Run 1, placement density heat map:
Bar = 20 µm. 7 x 7 tiles, from black (low) to pale yellow (high), 0 to 100% covered.
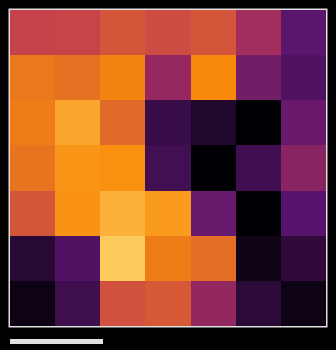
Run 1, nets reached from selected ports:
Bar = 20 µm.
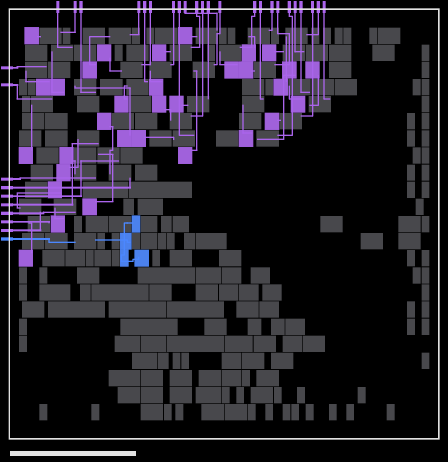
Run 1, cells colored by class:
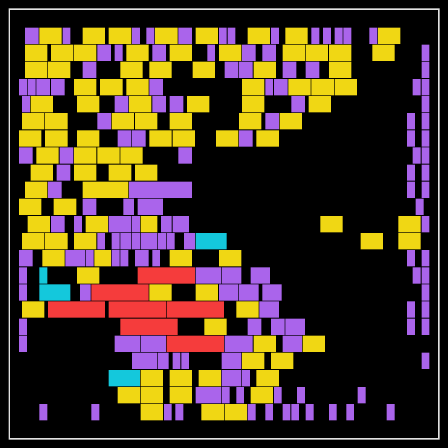
Run 1, track usage over the die:
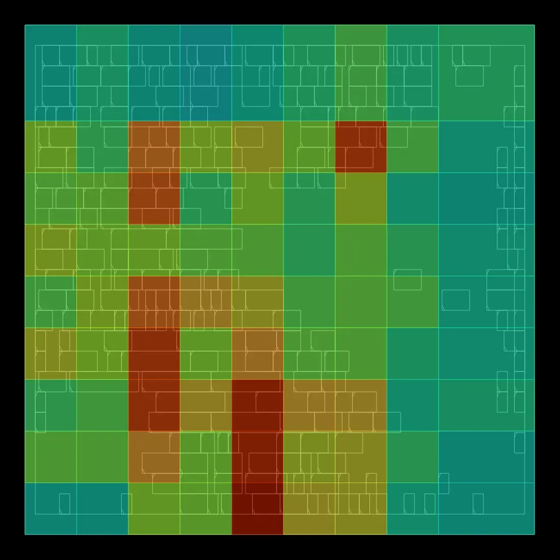
File: src/rtl/pipe_ctrl_pkg.sv
// -----------------------------------------------------------------------------
// pipe_ctrl_pkg
// Shared definitions for the 5-stage pipeline stall/flush scheduler:
//   - hold-vector constants (bit0 = PC, bit1 = IF/ID, bit2 = ID/EX,
//     bit3 = EX/MEM, bit4 = MEM/WB)
//   - scheduler state encoding (RUN, DRAIN)
//   - ZeroWord, the all-zero machine word
// Optional feature macro used by importers: PIPE_CTRL_PERF_CNT_EN
// -----------------------------------------------------------------------------
package pipe_ctrl_pkg;

    localparam int STALL_W      = 5;
    localparam int XLEN_DEFAULT = 32;

    // A held bit followed by a released bit pushes a bubble into the next
    // stage register, so each constant doubles as a bubble-insertion point.
    localparam logic [STALL_W-1:0] STALL_NONE = 5'b00000;
    localparam logic [STALL_W-1:0] STALL_IF   = 5'b00001;
    localparam logic [STALL_W-1:0] STALL_LU   = 5'b00011;
    localparam logic [STALL_W-1:0] STALL_MEM  = 5'b01111;
    localparam logic [STALL_W-1:0] STALL_ALL  = 5'b11111;

    localparam logic [XLEN_DEFAULT-1:0] ZeroWord = '0;

    typedef enum logic {
        RUN   = 1'b0,
        DRAIN = 1'b1
    } ctrl_state_t;

endpackage

File: src/rtl/pipe_perf_cnt.sv
// -----------------------------------------------------------------------------
// pipe_perf_cnt
// Free-running wrapping event counter with enable.
// Ports:
//   clk    in   clock
//   rst    in   asynchronous active-high reset, clears the count
//   en     in   count this cycle
//   count  out  W-bit count, wraps modulo 2^W
// -----------------------------------------------------------------------------
module pipe_perf_cnt #(
    parameter int W = 32
) (
    input  logic         clk,
    input  logic         rst,
    input  logic         en,
    output logic [W-1:0] count
);

    // Counter register; wrap-around is the natural overflow of the adder.
    always_ff @(posedge clk or posedge rst) begin
        if (rst) begin
            count <= '0;
        end else if (en) begin
            count <= count + 1'b1;
        end
    end

endmodule

File: src/rtl/pipe_ctrl.sv
// -----------------------------------------------------------------------------
// pipe_ctrl
// Central stall/flush scheduler for the IF/ID/EX/MEM/WB pipeline. Tracks the
// load currently in EX to detect load-use hazards, applies taken-branch
// redirects, honours IF/MEM memory busy, and drains a fetch that is still in
// flight when a redirect happens so the stale instruction is discarded.
// Ports:
//   clk_in, rst_in            clock, asynchronous active-high reset
//   rdy_in                    global ready, low freezes everything
//   id_valid, id_rs1_en, id_rs1, id_rs2_en, id_rs2, id_is_load, id_rd
//                             decode-stage instruction information
//   ex_br_taken, ex_br_target taken branch/jump resolved in EX
//   if_busy, mem_busy         fetch outstanding / MEM waiting on memory
//   stall[4:0]                hold vector (PC, IF/ID, ID/EX, EX/MEM, MEM/WB)
//   flush_ifid, flush_idex    invalidate strobes
//   redirect_en, redirect_pc  PC redirect
//   perf_stall_cnt, perf_flush_cnt
//                             performance counters, built only when
//                             PIPE_CTRL_PERF_CNT_EN is defined, else tied 0
// Optional feature macro: PIPE_CTRL_PERF_CNT_EN
// -----------------------------------------------------------------------------
module pipe_ctrl
    import pipe_ctrl_pkg::*;
#(
    parameter int XLEN   = XLEN_DEFAULT,
    parameter int REG_AW = 5,
    parameter int CNT_W  = 32
) (
    input  logic               clk_in,
    input  logic               rst_in,
    input  logic               rdy_in,
    input  logic               id_valid,
    input  logic               id_rs1_en,
    input  logic [REG_AW-1:0]  id_rs1,
    input  logic               id_rs2_en,
    input  logic [REG_AW-1:0]  id_rs2,
    input  logic               id_is_load,
    input  logic [REG_AW-1:0]  id_rd,
    input  logic               ex_br_taken,
    input  logic [XLEN-1:0]    ex_br_target,
    input  logic               if_busy,
    input  logic               mem_busy,
    output logic [STALL_W-1:0] stall,
    output logic               flush_ifid,
    output logic               flush_idex,
    output logic               redirect_en,
    output logic [XLEN-1:0]    redirect_pc,
    output logic [CNT_W-1:0]   perf_stall_cnt,
    output logic [CNT_W-1:0]   perf_flush_cnt
);

    ctrl_state_t       state;
    ctrl_state_t       state_next;
    logic              ld_ex_valid;
    logic              ld_ex_valid_next;
    logic [REG_AW-1:0] ld_ex_rd;
    logic [REG_AW-1:0] ld_ex_rd_next;
    logic              load_use;

    // Load-use hazard: the load sitting in EX writes a register that the
    // instruction in ID wants to read. x0 loads are never tracked, so they
    // can never raise this.
    always_comb begin
        load_use = ld_ex_valid && id_valid &&
                   ((id_rs1_en && (id_rs1 == ld_ex_rd)) ||
                    (id_rs2_en && (id_rs2 == ld_ex_rd)));
    end

    // Hazard priority and next-state logic. While reset is asserted every
    // output is forced to 0 regardless of the hazard inputs. A DRAIN cycle
    // with the fetch already returned is handled exactly like RUN. Whenever
    // ID/EX advances with a real instruction the load tracker samples ID;
    // whenever a bubble or flush enters ID/EX the tracker is cleared.
    always_comb begin
        stall            = STALL_NONE;
        flush_ifid       = 1'b0;
        flush_idex       = 1'b0;
        redirect_en      = 1'b0;
        redirect_pc      = XLEN'(ZeroWord);
        state_next       = state;
        ld_ex_valid_next = ld_ex_valid;
        ld_ex_rd_next    = ld_ex_rd;

        if (!rst_in) begin
            if (!rdy_in) begin
                stall = STALL_ALL;
            end else if ((state == DRAIN) && if_busy) begin
                flush_ifid = 1'b1;
                if (mem_busy) begin
                    stall = STALL_MEM;
                end else begin
                    stall            = STALL_IF;
                    ld_ex_valid_next = id_valid && id_is_load && (id_rd != '0);
                    ld_ex_rd_next    = id_rd;
                end
            end else begin
                state_next = RUN;
                if (mem_busy) begin
                    // EX is held, so a pending branch is simply re-presented.
                    stall = STALL_MEM;
                end else if (ex_br_taken) begin
                    flush_ifid       = 1'b1;
                    flush_idex       = 1'b1;
                    redirect_en      = 1'b1;
                    redirect_pc      = ex_br_target;
                    ld_ex_valid_next = 1'b0;
                    if (if_busy) begin
                        state_next = DRAIN;
                    end
                end else if (load_use) begin
                    stall            = STALL_LU;
                    ld_ex_valid_next = 1'b0;
                end else begin
                    if (if_busy) begin
                        stall = STALL_IF;
                    end
                    ld_ex_valid_next = id_valid && id_is_load && (id_rd != '0);
                    ld_ex_rd_next    = id_rd;
                end
            end
        end
    end

    // State and load-tracker registers.
    always_ff @(posedge clk_in or posedge rst_in) begin
        if (rst_in) begin
            state       <= RUN;
            ld_ex_valid <= 1'b0;
            ld_ex_rd    <= '0;
        end else begin
            state       <= state_next;
            ld_ex_valid <= ld_ex_valid_next;
            ld_ex_rd    <= ld_ex_rd_next;
        end
    end

`ifdef PIPE_CTRL_PERF_CNT_EN
    pipe_perf_cnt #(
        .W (CNT_W)
    ) u_stall_cnt (
        .clk   (clk_in),
        .rst   (rst_in),
        .en    (rdy_in && (stall != STALL_NONE)),
        .count (perf_stall_cnt)
    );

    pipe_perf_cnt #(
        .W (CNT_W)
    ) u_flush_cnt (
        .clk   (clk_in),
        .rst   (rst_in),
        .en    (redirect_en),
        .count (perf_flush_cnt)
    );
`else
    assign perf_stall_cnt = '0;
    assign perf_flush_cnt = '0;
`endif

endmodule

File: config.mk
export PLATFORM = sky130hd
export DESIGN_NAME = pipe_ctrl
export DESIGN_NICKNAME = d
export VERILOG_FILES = /design/src/rtl/pipe_ctrl_pkg.sv /design/src/rtl/pipe_perf_cnt.sv /design/src/rtl/pipe_ctrl.sv
export SDC_FILE = /design/constraint.sdc
export NUM_CORES = 1
export LEC_CHECK = 0
export ABC_AREA = 0
export CAP_MARGIN = 25
export CORE_UTILIZATION = 28
export CTS_BUF_LIST = sky130_fd_sc_hd__clkbuf_8
export CTS_CLUSTER_DIAMETER = 60
export CTS_CLUSTER_SIZE = 40
export DETAILED_ROUTE_END_ITERATION = 10
export PLACE_DENSITY = 0.9
export SLEW_MARGIN = 0
export SYNTH_ARGS = -nofsm -noshare
export SYNTH_HDL_FRONTEND = slang
export SYNTH_SLANG_ARGS = --single-unit
File: constraint.sdc
create_clock -name clk_in -period 3.68 [get_ports clk_in]
set_input_delay 0.736 -clock clk_in [delete_from_list [all_inputs] [get_ports clk_in]]
set_output_delay 0.736 -clock clk_in [all_outputs]
set_load 0.02 [all_outputs]
==> impl_metrics.csv, run 1 <==
group,metric,value,unit
pwr,cellLeakagePower,0.8960,nW
route,antenna_left,0,
placement,postPlaceCellArea,2008,µm²
clocking,cts_made_buffers,3,
route,route.detailed.wl_per_inst,11.45,µm
placement,globalplace.congestion,0.7483,
layout,lay_top_cells,"clkdlybuf4s50_1, conb_1, and2_1",
route,via_per_inst,3.781,
clocking,ctsResizeCount,0,
clocking,clock_tree_from_tritoncts,"yes",
layout,drive_above_1_share,5.952,%
setup_path,timing_worst_setup_path_type,"input port to output pin",
route,initialDrtViolationCount,25,
setup_path,critical_path.n_buffers_inverters,2,
job,warning_count,26,
setup_path,worstRegToRegCells,5,
timing,timing.final.hold_violations,0,
clocking,ctsRootBufferMaster,"clkbuf_8",
layout,layout_top_cell_excl_fill_tap,"clkdlybuf4s50_1",
route,met2WireLength,1861,µm
run_status,outcome,"completed",
route,detailroute.via_count,1142,
global_routing,grt_overflow,0,
setup_path,critical-path-slowest-cell,"clkdlybuf4s50_1",
clocking,cts_max_path_bufs,2,
die,chip_height,68.01,µm
layout,antennaDiodeCount,0,
worst_hold_path,hp-start,"state",
setup_path,critical_path_maximum_fanout,2,
yosys,synth_area,1220,µm²
setup_path,critical_path.most_common_cell,"clkdlybuf4s50_1",
worst_hold_path,whs_path_depth,1,
global_routing,groute.usage.overall,14.31,%
timing,maxSlewViolCount,0,
yosys,synth-area-yosys,1220,µm²
clocking,cts_num_sinks,7,
die,floorplan.die_area,4625,µm²
route,drt_pre_antenna_iters,4,
global_routing,wire_length_of_the_first_global_routing_pass,4795,µm
timing,setup_viol_count_final,0,
route,met3WireLength,281,µm
die,initCoreUtil,29.85,%
yosys,yosys_register_bits,7,
timing,min_period_over_period,94.78,%
global_routing,grt_max_degree,35,
clocking,clkSlewWorstSetupHoldPaths,0.04,ns
pwr,p_per_area,222.1,nW/µm²
route,maxUsedRoutingLayer,"met4",
setup_path,crit-reg2reg-capture,"ld_ex_rd[2]",
setup_path,timing.reg2reg.setup_slack,2.03,ns
clocking,clock_latency,0.23,ns
setup_path,critical_path.cell_chain,"clkdlybuf4s50_1, xnor2_1, nand4_1, o22ai_2, nand3_1, o21bai_1, clkdlybuf4s50_1",
clocking,ctsHtreeMaxLevel,1,
global_routing,via_count_of_the_first_global_routing_pass,1014,
layout,area_delta_synth_final,68.31,%
yosys,ys.warnings.count,0,
die,core,4086,µm²
route,wirelength_met1,1240,µm
worst_hold_path,min_delay_worst_endpoint,"state",
route,drc_errors,0,
clocking,cts.repair_timing.setup_buffer_count,0,
job,max_cap_viols,0,
global_routing,antenna_found_initial,0,
timing,finalCriticalPeriod,3.488,ns
yosys,synth_stat.cells,155,
setup_path,origin_of_the_critical_flop_to_flop_path,"ld_ex_rd[3]",
yosys,syn_inst,155,
yosys,synth_sequential_area_ratio,14.36,%
setup_path,gate_family_responsible_for_the_most_delay_along_the_worst_path,"buffers and inverters",
setup_path,cp.arrival,2.75,ns
layout,final_net_count,310,
die,die_w,68.01,µm
timing,rsz0062_at_grt,"false",
timing,timing.setup.tns,0,ns
timing,fin_skew,0.005558,ns
route,totalWireLength,3458,µm
placement,place.detailed.hpwl,3035,µm
timing,max_freq,286.7,MHz
timing,finalHoldWorstSlack,0.4962,ns
yosys,synthDistinctLibCells,21,
setup_path,cp-start-kind,"input port",
yosys,syn_area_per_cell,7.870,µm²
clocking,ctsHoldBuffers,0,
setup_path,max_stage_delay,0.64,ns
setup_path,required,2.94,ns
setup_path,worstSetupEndpointType,"output pin",
worst_hold_path,worstHoldPathType,"flip-flop to flip-flop",
pwr,irDropWorstVdd,0.0003136,V
About 'placement density heat map':
mean over tiles	43%
emptiest ninth of the die	bottom right
nearly empty tiles	6.1%

About 'nets reached from selected ports':
color	port	bits	direction	end cells	wire
blue	rdy_in	1	input	4	27.7 µm
purple	redirect_pc	32	output	32	556 µm
Port Buffer Count: 96
Ports: 161

About 'cells colored by class':
color	class	cells
cyan	clock drivers and dummy loads	4
red	flip-flops	7
purple	all other logic	142
yellow	other buffers and delay cells	99
sequential cell area share: 8.531%
post-route cell area: 2053 µm²
count of standard-cell rows: 23
final core occ: 50.24%

About 'track usage over the die':
met3 track demand over resource: 4.500%
busiest layer in global routing: met2
met1 usage: 16.00%

run 1: Yosys cell counts:
cell | n | area (µm²)
nor2_1 | 5 | 18.77
a41o_2 | 1 | 11.26
nand3_1 | 1 | 5.000
nand4_1 | 3 | 18.77
clkbuf_1 | 3 | 11.26
inv_1 | 2 | 7.510
o21bai_1 | 1 | 7.510
conb_1 | 1 | 3.750
o21a_1 | 1 | 7.510
buf_4 | 66 | 495.5
nor3_1 | 1 | 5.000
o22ai_2 | 1 | 12.51
a41oi_4 | 1 | 27.53
o22a_1 | 1 | 8.760
mux2_2 | 5 | 56.30
dfrtp_1 | 7 | 175.2
nand2_1 | 8 | 30.03
a21oi_1 | 4 | 20.02
xnor2_1 | 10 | 87.58
nor3_2 | 1 | 10.01
and2_1 | 32 | 200.2
run 1: power breakdown:
part / switching [mW] / leakage [nW] / internal (mW)
clock network: 0.0358 / 0.0269 / 0.0723
logic: 0.121 / 0.783 / 0.115
registers: 0.0190 / 0.0859 / 0.0936
run 1: sequential cells by signal, summed over array words and instances (netlist names):
signal / flops
ld_ex_rd: 5
ld_ex_valid: 1
state: 1
run 1: cells by family after synthesis:
kind of cell	share of synthesized area (%)
DFF	14.36
other	0.3074
xor gates and xnor gates	7.179
and+or+nand+nor	23.59
muxes	4.615
AOI/OAI and AO/OA	7.796
buffers and inverters	42.15
run 1: layer usage:
| metal | vias up | global-route usage (%) |
|---|---|---|
| met5 | - | 0 |
| met4 | 0 | 5.469 |
| met3 | 9 | 4.500 |
| met2 | 76 | 25.00 |
| met1 | 501 | 16.00 |
| li1 | 556 | - |
run 1: metrics by stage:
stage | instances | total power [mW] | util [%] | setup slack (ns)
detailed placement | 298 | 0.3481 | 49.14 | 0.2054
CTS | 302 | 0.4589 | 50.24 | 0.2049
global placement | 298 | 0.3426 | 49.14 | 0.2371
global route | 302 | 0.4878 | 50.24 | 0.09898
finish | 302 | 0.4561 | 50.24 | 0.1922
floorplan | 218 | 0.2991 | - | 0.9307
run 1: worst register-to-register path: stages, from the launching register on:
cell,delay (ns)
dfrtp_1,0.42
xnor2_1,0.15
nand4_1,0.11
o22ai_2,0.13
a41oi_4,0.35
mux2_2,0.38
run 1: cell type report:
cell class                 instances  area [µm²]
tap                               50       62.56
multi-input combinational        140       767.0
sequential                         7       175.2
clock inverter                     1       3.754
inverter                           2       7.507
clock buffer                       3       41.29
timing repair buffer              99       996.0
fill                             397        2033
run 1: worst max-delay path by stage:
stage | from | endpoint | slack, ns | cells after the start
final | id_rs2[3] | stall[1] | 0.19 | 7
after global routing | id_rs2[3] | stall[1] | 0.1 | 7
after CTS | id_rs2[4] | stall[1] | 0.20 | 7
after detailed placement | id_rs2[1] | stall[1] | 0.21 | 7
after global placement | mem_busy | stall[0] | 0.24 | 6
after floorplan | rst_in | redirect_pc[16] | 0.93 | 5
Run 1, power grid:
Bar = 20 µm. Pins as bars on the die edge.
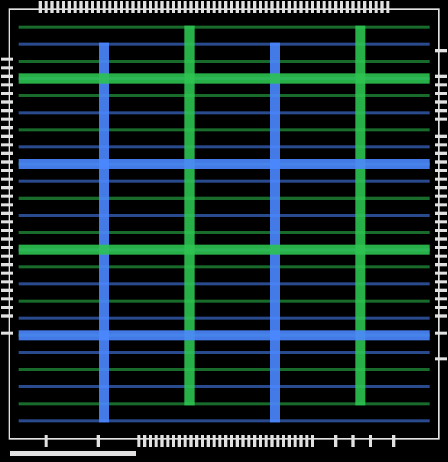

==> run 2: changes to the inputs <==
--- a/config.mk
+++ b/config.mk
@@ -7,12 +7,13 @@
 export LEC_CHECK = 0
 export ABC_AREA = 0
 export CAP_MARGIN = 25
-export CORE_UTILIZATION = 28
-export CTS_BUF_LIST = sky130_fd_sc_hd__clkbuf_8
+export CORE_UTILIZATION = 27
 export CTS_CLUSTER_DIAMETER = 60
 export CTS_CLUSTER_SIZE = 40
 export DETAILED_ROUTE_END_ITERATION = 10
-export PLACE_DENSITY = 0.9
+export PLACE_DENSITY = 0.87
+export REMOVE_ABC_BUFFERS = 1
+export SETUP_SLACK_MARGIN = 0.05
 export SLEW_MARGIN = 0
 export SYNTH_ARGS = -nofsm -noshare
 export SYNTH_HDL_FRONTEND = slang
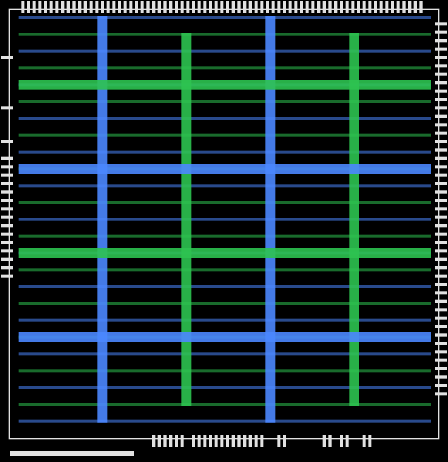
Run 2: power grid
Bar = 20 µm. Pins as bars on the die edge.
color	net
blue	VSS
green	VDD
met1 rails	25
rows	24
signal pins	161
met5 straps	4
met4 straps	4
core footprint: 4354 µm²
worst vdd ir: 0.0001717 V
Chip Height: 69.22 µm
DIE WIDTH: 69.22 µm

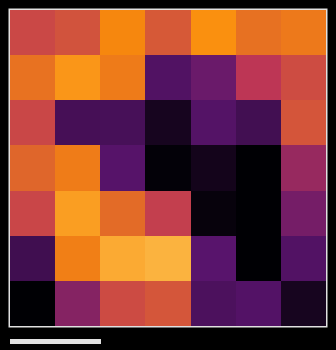
Run 2: placement density heat map
Bar = 20 µm. 7 x 7 tiles, from black (low) to pale yellow (high), 0 to 100% covered.
emptiest ninth of the die	bottom right
tiles over 75% full	10%
densest ninth of the die	top left
mean over tiles	41%
nearly empty tiles	12%

==> impl_metrics.csv, run 2 <==
group,metric,value,unit
timing,min_period_over_period,92.85,%
setup_path,cp-start-kind,"input port",
route,totalWireLength,3319,µm
clocking,clkSlewWorstSetupHoldPaths,0.04,ns
yosys,synthArstFlopShare,100.0,%
global_routing,groute.usage.overall,13.28,%
layout,largest_register_ff_count,5,
die,initCoreUtil,28.02,%
pwr,p_per_area,221.4,nW/µm²
clocking,ctsHoldBuffers,0,
pwr,cellLeakagePower,0.8890,nW
clocking,cts_max_path_bufs,2,
yosys,synth_sequential_area_ratio,14.36,%
setup_path,worstSetupEndpointType,"output pin",
global_routing,grt_max_degree,35,
layout,drive_above_1_share,5.952,%
route,initialDrtViolationCount,19,
layout,post_layout_nonfiller_instances,304,
yosys,ys.warnings.count,0,
timing,timing.final.hold_violations,0,
timing,setup_viol_count_final,0,
layout,layout_top_cell_excl_fill_tap,"clkdlybuf4s50_1",
yosys,top_area_cell,"buf_4",
clocking,cts.repair_timing.setup_buffer_count,0,
layout,final_area,2043,µm²
timing,max_freq,292.7,MHz
die,pin_count,161,
clocking,ctsHtreeMaxLevel,1,
layout,area_delta_synth_final,67.49,%
placement,postPlaceCellArea,1998,µm²
clocking,cts_made_buffers,3,
setup_path,timing_worst_setup_path_type,"input port to output pin",
setup_path,cp.arrival,2.68,ns
yosys,synthFlopType,"dfrtp_1",
global_routing,antenna_found_initial,0,
route,route.detailed.wl_per_inst,10.92,µm
yosys,syn_inst,155,
layout,ff_latch_area,175.2,µm²
placement,placedCellCount,300,
placement,globalplace.congestion,0.7427,
global_routing,via_count_of_the_first_global_routing_pass,1016,
yosys,synth-area-yosys,1220,µm²
layout,lay_top_cells,"clkdlybuf4s50_1, conb_1, and2_1",
yosys,synth_stat.cells,155,
clocking,ctsResizeCount,0,
timing,finalHoldWorstSlack,0.4992,ns
route,antenna_left,0,
timing,fin_skew,0.002431,ns
timing,rsz0062_at_grt,"false",
yosys,synth-edff-count,0,
global_routing,grt_overflow,0,
route,detailroute.via_count,1145,
die,core.rowCount,24,
yosys,synth_area,1220,µm²
layout,n_fill_cell,415,
clocking,clock_tree_from_tritoncts,"yes",
job,warning_count,25,
layout,biggestRegsByFlops,"ld_ex_rd (5), ld_ex_valid (1), state (1)",
yosys,synth_top_area_share,40.62,%
setup_path,required,2.94,ns
layout,area.combinational,767.0,µm²
clocking,cts_num_sinks,7,
global_routing,wire_length_of_the_first_global_routing_pass,5140,µm
job,max_cap_viols,0,
yosys,synth.top_cells.by_count,"buf_4, and2_1, xnor2_1, nand2_1, dfrtp_1",
yosys,synthDistinctLibCells,21,
worst_hold_path,worstHoldPathType,"flip-flop to flip-flop",
yosys,synth_top_cell_by_count,"buf_4",
timing,timing.setup.tns,0,ns
clocking,clock_latency,0.23,ns
setup_path,critical_path_maximum_fanout,34,
yosys,top_area_cells_in_the_synthesized_netlist,"buf_4, and2_1, dfrtp_1",
layout,antennaDiodeCount,0,
clocking,ctsRootBufferMaster,"clkbuf_8",
yosys,syn_area_per_cell,7.870,µm²
placement,port-buffer-count,96,
layout,largest_register,"ld_ex_rd",
route,drt_pre_antenna_iters,4,
timing,maxSlewViolCount,0,
die,floorplan.die_area,4791,µm²
layout,final_net_count,310,
yosys,yosys_register_bits,7,
route,via_per_inst,3.766,
run_status,outcome,"completed",
route,drc_errors,0,
timing,finalCriticalPeriod,3.417,ns
placement,place.detailed.hpwl,2863,µm
run 2: cell counts after synthesis:
Identical to the previous run, type by type.
run 2: layout make-up:
class	instances	share of cell area (%)
Clock buffer	4	2.205
Inverter	2	0.3674
Multi-Input combinational cell	140	37.54
Sequential cell	7	8.573
Tap cell	52	3.184
Timing Repair Buffer	99	48.13
run 2: path summary, 6_finish.rpt:
path                       depth (start not counted)              to   startpoint  slack [ns]
max in group asynchronous                          3     ld_ex_rd[1]       rst_in        2.66
min in group asynchronous                          3           state       rst_in        0.89
min reg2reg                                        1           state        state        0.50
max reg2reg                                        5     ld_ex_rd[3]  ld_ex_rd[4]        2.06
min                                                1           state        state        0.50
max                                                7  redirect_pc[3]      if_busy        0.26
run 2: cells by family after synthesis:
family          Yosys count  synth area share (%)
flops                     7                 14.36
other cells               1                0.3074
mux                       5                 4.615
compound gates           10                 7.796
xor+xnor                 10                 7.179
buf+inv                  71                 42.15
simple gates             51                 23.59
run 2: metal layers:
layer | track usage (%) | vias to the layer above | wire length, µm
met5 | 0 | - | 0
met4 | 4.308 | 0 | 59
met3 | 1.599 | 6 | 163
met2 | 22.76 | 71 | 1712
met1 | 17.20 | 512 | 1384
li1 | - | 556 | -
run 2: worst max-delay path, cell delays in order:
cell	delay, ns
clkdlybuf4s50_1	0.46
nand2_1	0.11
nand2_1	0.10
nor3_2	0.16
buf_4	0.29
and2_1	0.18
clkdlybuf4s50_1	0.64
run 2: power by group:
group	switching, mW	internal [mW]	total (mW)
Sequential	0.0191	0.0937	0.113
Combinational	0.118	0.114	0.232
Clock	0.0323	0.0749	0.107
Total	0.170	0.282	0.452
run 2: per-stage QoR:
step | setup WS (ns) | total power [mW] | util (%)
6_report | 0.2632 | 0.4523 | 46.93
3_5_place_dp | 0.2348 | 0.3457 | 45.89
5_1_grt | 0.1058 | 0.4801 | 46.93
2_1_floorplan | 0.3762 | 0.2449 | -
3_3_place_gp | 0.2931 | 0.3410 | 45.89
4_1_cts | 0.2246 | 0.4564 | 46.93
Power and IR drop assume default switching activity.
